==> config.mk <==
export PLATFORM = sky130hd
export DESIGN_NAME = core_timer
export DESIGN_NICKNAME = d
export VERILOG_FILES = /design/src/rtl/core_timer_pkg.sv /design/src/rtl/timer_prescaler.sv /design/src/rtl/core_timer.sv
export SDC_FILE = /design/constraint.sdc
export NUM_CORES = 1
export LEC_CHECK = 0
export CAP_MARGIN = 20
export CORE_MARGIN = 2
export CORE_UTILIZATION = 59
export DETAILED_ROUTE_END_ITERATION = 10
export PLACE_DENSITY = 0.78
export SLEW_MARGIN = 20
export SYNTH_ARGS = -nofsm -noshare
export SYNTH_HDL_FRONTEND = slang
export SYNTH_HIERARCHICAL = 1
export SYNTH_SLANG_ARGS = --single-unit
export TNS_END_PERCENT = 50
==> constraint.sdc <==
create_clock -name clk_i -period 3.1 [get_ports clk_i]
set_input_delay 0.31 -clock clk_i [delete_from_list [all_inputs] [get_ports clk_i]]
set_output_delay 0.31 -clock clk_i [all_outputs]
set_load 0.005 [all_outputs]
Fig. 1: run 1, clock routing
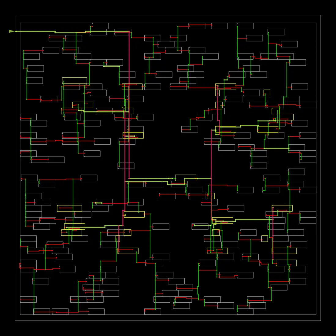
Late-Pin Clk Latency: 0.45 ns
CTS Sinks: 180
worst clock skew: 0.009726 ns
clkbuf count: 17
Clock group: 0.00229 W

Fig. 2: run 1, clock wires, drivers and flops
Drawn at 3 px/um.
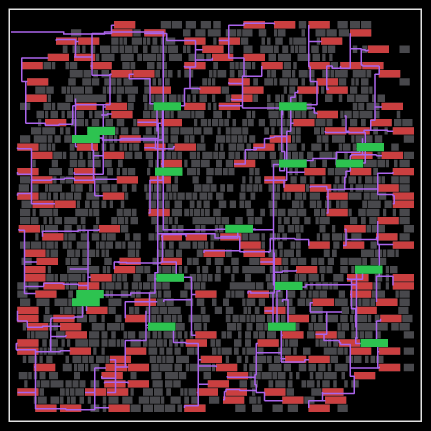
green -> clock-net drivers  # count 17
red -> flip-flops  # count 180
purple -> clock wires  # length 2,300 um
routed clock nets = 18
Clock power frac: 0.460

Fig. 3: run 1, placed cells, one colour a class
Drawn at 2 px/um.
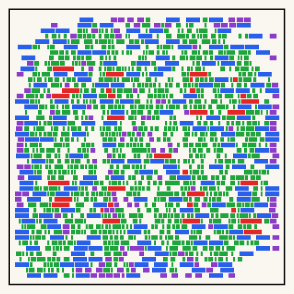
red -> clock drivers and dummy loads  # cells 31
purple -> remaining buffers and delay cells  # cells 129
blue -> sequential cells  # cells 180
green -> remaining logic cells  # cells 1,044
fraction of area in registers: 0.2976
fin area: 12,110 um^2
core box area: 17,300 um^2
post-layout util: 0.6999

==> run_results.csv, run 1 <==
group,metric,value,unit
drt,dr.pass1.iters,6,
grt,grt_pass1_wl,52.19,mm
yosys,async_flop_share,0,
status,outcome,"finished clean",
power_and_ir_drop,p_per_area,411.1,nW/um^2
drt,drt_wl_total,32.94,mm
layout,lay_top_count,"dfxtp_1",
floorplan,die_area,18730,um^2
critical_path,crit_fanout,11,
sta,timing.final.crit_share,0.9232,
placed_design,hpwlAfterDp,22.85,mm
yosys,synth_top_cell_by_area,"dfxtp_1",
power_and_ir_drop,leakage,4.950,nW
yosys,synth_cell_types,68,
clocking,numCtsBuffers,17,
sta,slew_violations,0,
yosys,logic_family,"AND-OR/OR-AND gates",
clocking,root_buffer,"clkbuf_16",
clocking,postCtsSetupBuffers,0,
critical_path,start_kind,"flop",
layout,seq_area,3603,um^2
sta,tns,0,ns
drt,num_vias,10760,
drt,detail-route-antenna-nets,0,
clocking,ctsHoldBuffers,0,
yosys,simple_gate_area_frac,0.2130,
drt,routed_via_density,6.688,
grt,grt_start_max_net_pins,51,
layout,final-comb-area,6157,um^2
grt,grt_pass1_vias,9981,
yosys,fp_nets,1431,
layout,fin_cells,1609,
min_path,hold_class,"primary input to flop",
yosys,common_cells,"180 x dfxtp_1, 159 x nand2_1, 117 x a21oi_1",
floorplan,core_util_floorplan,0.6020,
drt,met3_length,2.704,mm
drt,drc_errors,0,
sta,relSlewSlack,0.4342,
layout,nets,1483,
critical_path,worstSetupEndpointType,"flop",
clocking,ctsLongestPathBuffers,2,
min_path,whs_path_depth,3,
sta,hold_violations,0,
yosys,edf_count,0,
## run 1: routing by layer
layer | vias to the layer above | track usage
met4 | 0 | 0.1523
met1 | 5049 | 0.4699
li1 | 4999 | -
met2 | 596 | 0.5747
met3 | 117 | 0.05889
met5 | - | 0
## run 1: metrics by stage
step | utilization | total power, W
after floorplan | - | 0.002554
after global placement | 0.6648 | 0.002722
after detailed placement | 0.6650 | 0.002726
after CTS | 0.6999 | 0.004968
after global routing | 0.6999 | 0.005098
final | 0.6999 | 0.004977
## run 1: cell type report
| cell class | instances | area share |
|---|---|---|
| clock inverters | 14 | 0.01478 |
| clock buffers | 17 | 0.03514 |
| inverters | 77 | 0.02387 |
| repair buffers | 129 | 0.09673 |
| well taps | 225 | 0.02325 |
| multi-input cells | 967 | 0.5086 |
| flip-flops and latches | 180 | 0.2976 |
## run 1: kinds of logic (layout without fill, tap and decap cells)
logic type	count (synthesis)	count (layout)
fa+ha+maj	67	67
flops	180	180
mux	15	15
simple gates	444	444
buf+inv	173	237
xor+xnor	14	14
compound gates	427	427
## run 1: critical path, cell delays in order (launching register included)
cell     delay [ns]
dfxtp_1        0.44
nand3_1        0.13
buf_4          0.16
nor4_1         0.45
buf_4          0.24
nand3_1        0.44
nor4_1         0.54
mux2i_1        0.23
o22ai_1        0.09
## run 1: report_power, final
| part | total [W] | leakage, nW | switching [W] | internal [W] |
|---|---|---|---|---|
| Sequential | 0.00236 | 1.45 | 0.0000234 | 0.00233 |
| Clock | 0.00229 | 0.292 | 0.00101 | 0.00128 |
| Combinational | 0.000330 | 3.20 | 0.000201 | 0.000130 |
| Total | 0.00498 | 4.95 | 0.00124 | 0.00374 |
Fig. 4: run 1, met3 routing
Drawn at 3 px/um. Cells faint in the background.
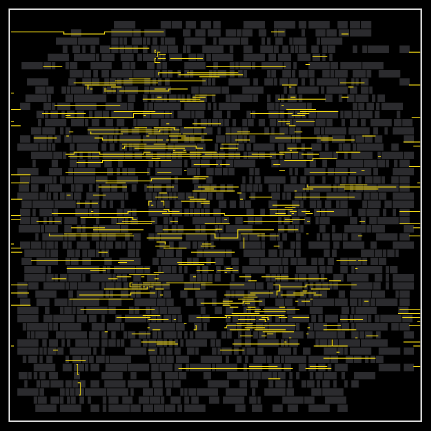

==> inputs of run 2 (changes only) <==
--- a/config.mk
+++ b/config.mk
@@ -7,9 +7,10 @@
 export LEC_CHECK = 0
 export CAP_MARGIN = 20
 export CORE_MARGIN = 2
-export CORE_UTILIZATION = 59
+export CORE_UTILIZATION = 25
 export DETAILED_ROUTE_END_ITERATION = 10
-export PLACE_DENSITY = 0.78
+export PLACE_DENSITY = 0.39
+export RECOVER_POWER = 100
 export SLEW_MARGIN = 20
 export SYNTH_ARGS = -nofsm -noshare
 export SYNTH_HDL_FRONTEND = slang
Fig. 5: run 2, met3 routing
Drawn at 2 px/um. Cells faint in the background.
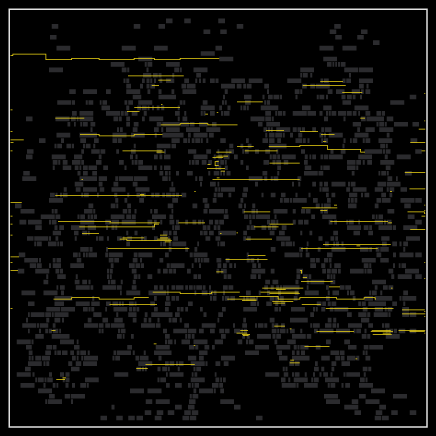
longest straight run = 63.0 um
nets with wire on the layer = 108
wire length on this layer = 1,630 um
share of all routed wire = 4.0%
DR vias: 10.40k
met3 GRT Util: 0.02913
final WL: 41.23 mm

Fig. 6: run 2, nets reached from selected ports
Drawn at 2 px/um.
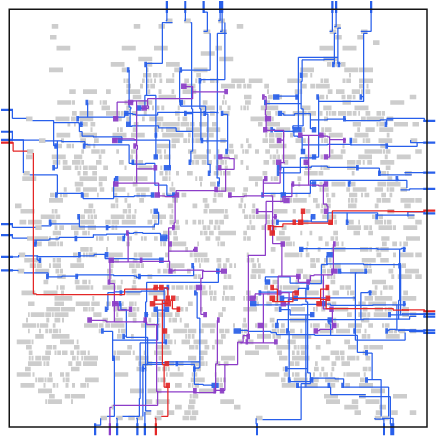
purple -> `rst_i`  # direction input, end cells 66, buffers 4, wire 1,180 um
red -> `wb_sel_i`  # direction input, end cells 23, buffers 4, wire 465 um
blue -> `wb_dat_i`  # direction input, end cells 129, buffers 32, wire 3,790 um
PortBufs: 78
num ports: 79

Fig. 7: run 2, placed cells, one colour a class
Drawn at 1.5 px/um.
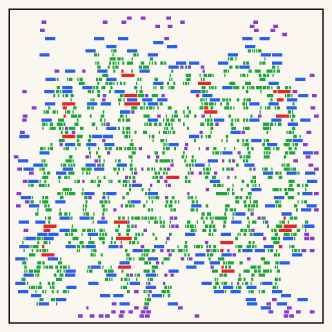
purple -> remaining buffers and delay cells  # cells 171
red -> clock drivers and dummy loads  # cells 32
blue -> sequential cells  # cells 180
green -> remaining logic cells  # cells 1,044
post-layout util: 0.3098
std cell rows: 74
fin area: 12,710 um^2
fraction of area in registers: 0.2836
core box area: 41,020 um^2

==> run 2 against run 1 <==
Utilization down 39 points; via count is 3.3% lower; highest routed layer unchanged; global-route usage fell by 16 points; final cell count grew 22%; combinational power is 6.7% higher; worst setup slack better by 0.00093 ns.
==> run_results.csv, run 2 <==
group,metric,value,unit
power_and_ir_drop,clkPwrFrac,0.456,
grt,grt_pass1_vias,10360,
yosys,simple_gate_area_frac,0.2130,
placed_design,hpwlAfterDp,30.78,mm
status,outcome,"finished clean",
power_and_ir_drop,sequentialPowerShare,0.473,
power_and_ir_drop,p_per_area,391.5,nW/um^2
clocking,clock.latency.late_pin,0.47,ns
critical_path,crit_fanout,17,
clocking,ctsLongestPathBuffers,2,
drt,dr.pass1.iters,5,
critical_path,slowest_stage,"clkbuf_1",
power_and_ir_drop,switchingPower,0.001286,W
power_and_ir_drop,leakage,5.219,nW
floorplan,die_area,43300,um^2
drt,drc_errors,0,
critical_path,path_delay_family,"buffers and inverters",
critical_path,cp.depth,9,
yosys,async_flop_share,0,
drt,routed_via_density,5.310,
yosys,synth_top_cell_by_area,"dfxtp_1",
layout,fin_cells,1959,
critical_path,cpPeakStageDelay,0.86,ns
critical_path,worstSetupEndpointType,"flop",
power_and_ir_drop,p_int,0.003688,W
clocking,root_buffer,"clkbuf_16",
grt,grt_pass1_wl,63.65,mm
sta,hold_violations,0,
min_path,whs_path_depth,2,
grt,grt_start_max_net_pins,41,
power_and_ir_drop,p_sw_frac,0.2585,
clocking,postCtsSetupBuffers,0,
floorplan,core_util_floorplan,0.2539,
yosys,edf_count,0,
layout,nets,1525,
power_and_ir_drop,power_frac_comb,0.071,
sta,tns,0,ns
layout,lay_top_count,"dfxtp_1",
yosys,synth_cell_types,68,
run 2: cell type report:
type | instances | area (um^2) | share of cell area
multi-input combinational | 967 | 6137 | 0.4830
sequential | 180 | 3603 | 0.2836
timing repair buffer | 171 | 1425 | 0.1122
tap | 532 | 665.6 | 0.05239
clock buffer | 19 | 452.9 | 0.03565
inverter | 77 | 289.0 | 0.02275
clock inverter | 13 | 132.6 | 0.01044
run 2: cells by family after synthesis:
group	after synthesis
xor gates and xnor gates	14
DFF	180
buffers and inverters	173
adders and majority gates	67
and+or+nand+nor	444
AOI/OAI and AO/OA	427
muxes	15
run 2: worst register-to-register path: cells and delay by family (launching register included):
family | cells | cell delay, ns
simple gates | 5 | 2.19
flops | 1 | 0.42
compound gates | 1 | 0.11
run 2: power groups by stage:
stage / clock network [W] / logic (W) / registers (W)
after floorplan: 0 / 0.000151 / 0.00240
after global placement: 0 / 0.000364 / 0.00241
after detailed placement: 0 / 0.000361 / 0.00241
after CTS: 0.00235 / 0.000363 / 0.00235
after global routing: 0.00244 / 0.000382 / 0.00235
final: 0.00227 / 0.000352 / 0.00235
run 2: metal layers:
layer	vias up	wire length, um	global-route usage
met3	36	1627	0.02913
met4	0	598	0.05234
met5	-	0	0
met2	244	19330	0.3202
met1	5035	19670	0.2584
li1	5087	-	-
run 2: per-stage QoR:
stage	utilization	total power (W)	hold slack, ns	setup slack [ns]
after global placement	0.2971	0.002769	0.4680	0.2995
after global routing	0.3098	0.005176	0.1218	0.05852
after detailed placement	0.2971	0.002767	0.4651	0.2914
final	0.3098	0.004974	0.1305	0.2390
after floorplan	-	0.002554	0.4402	0.5367
after CTS	0.3114	0.005066	0.1165	0.2803
Power figures rest on the tool's default switching activity, not on a simulated workload.
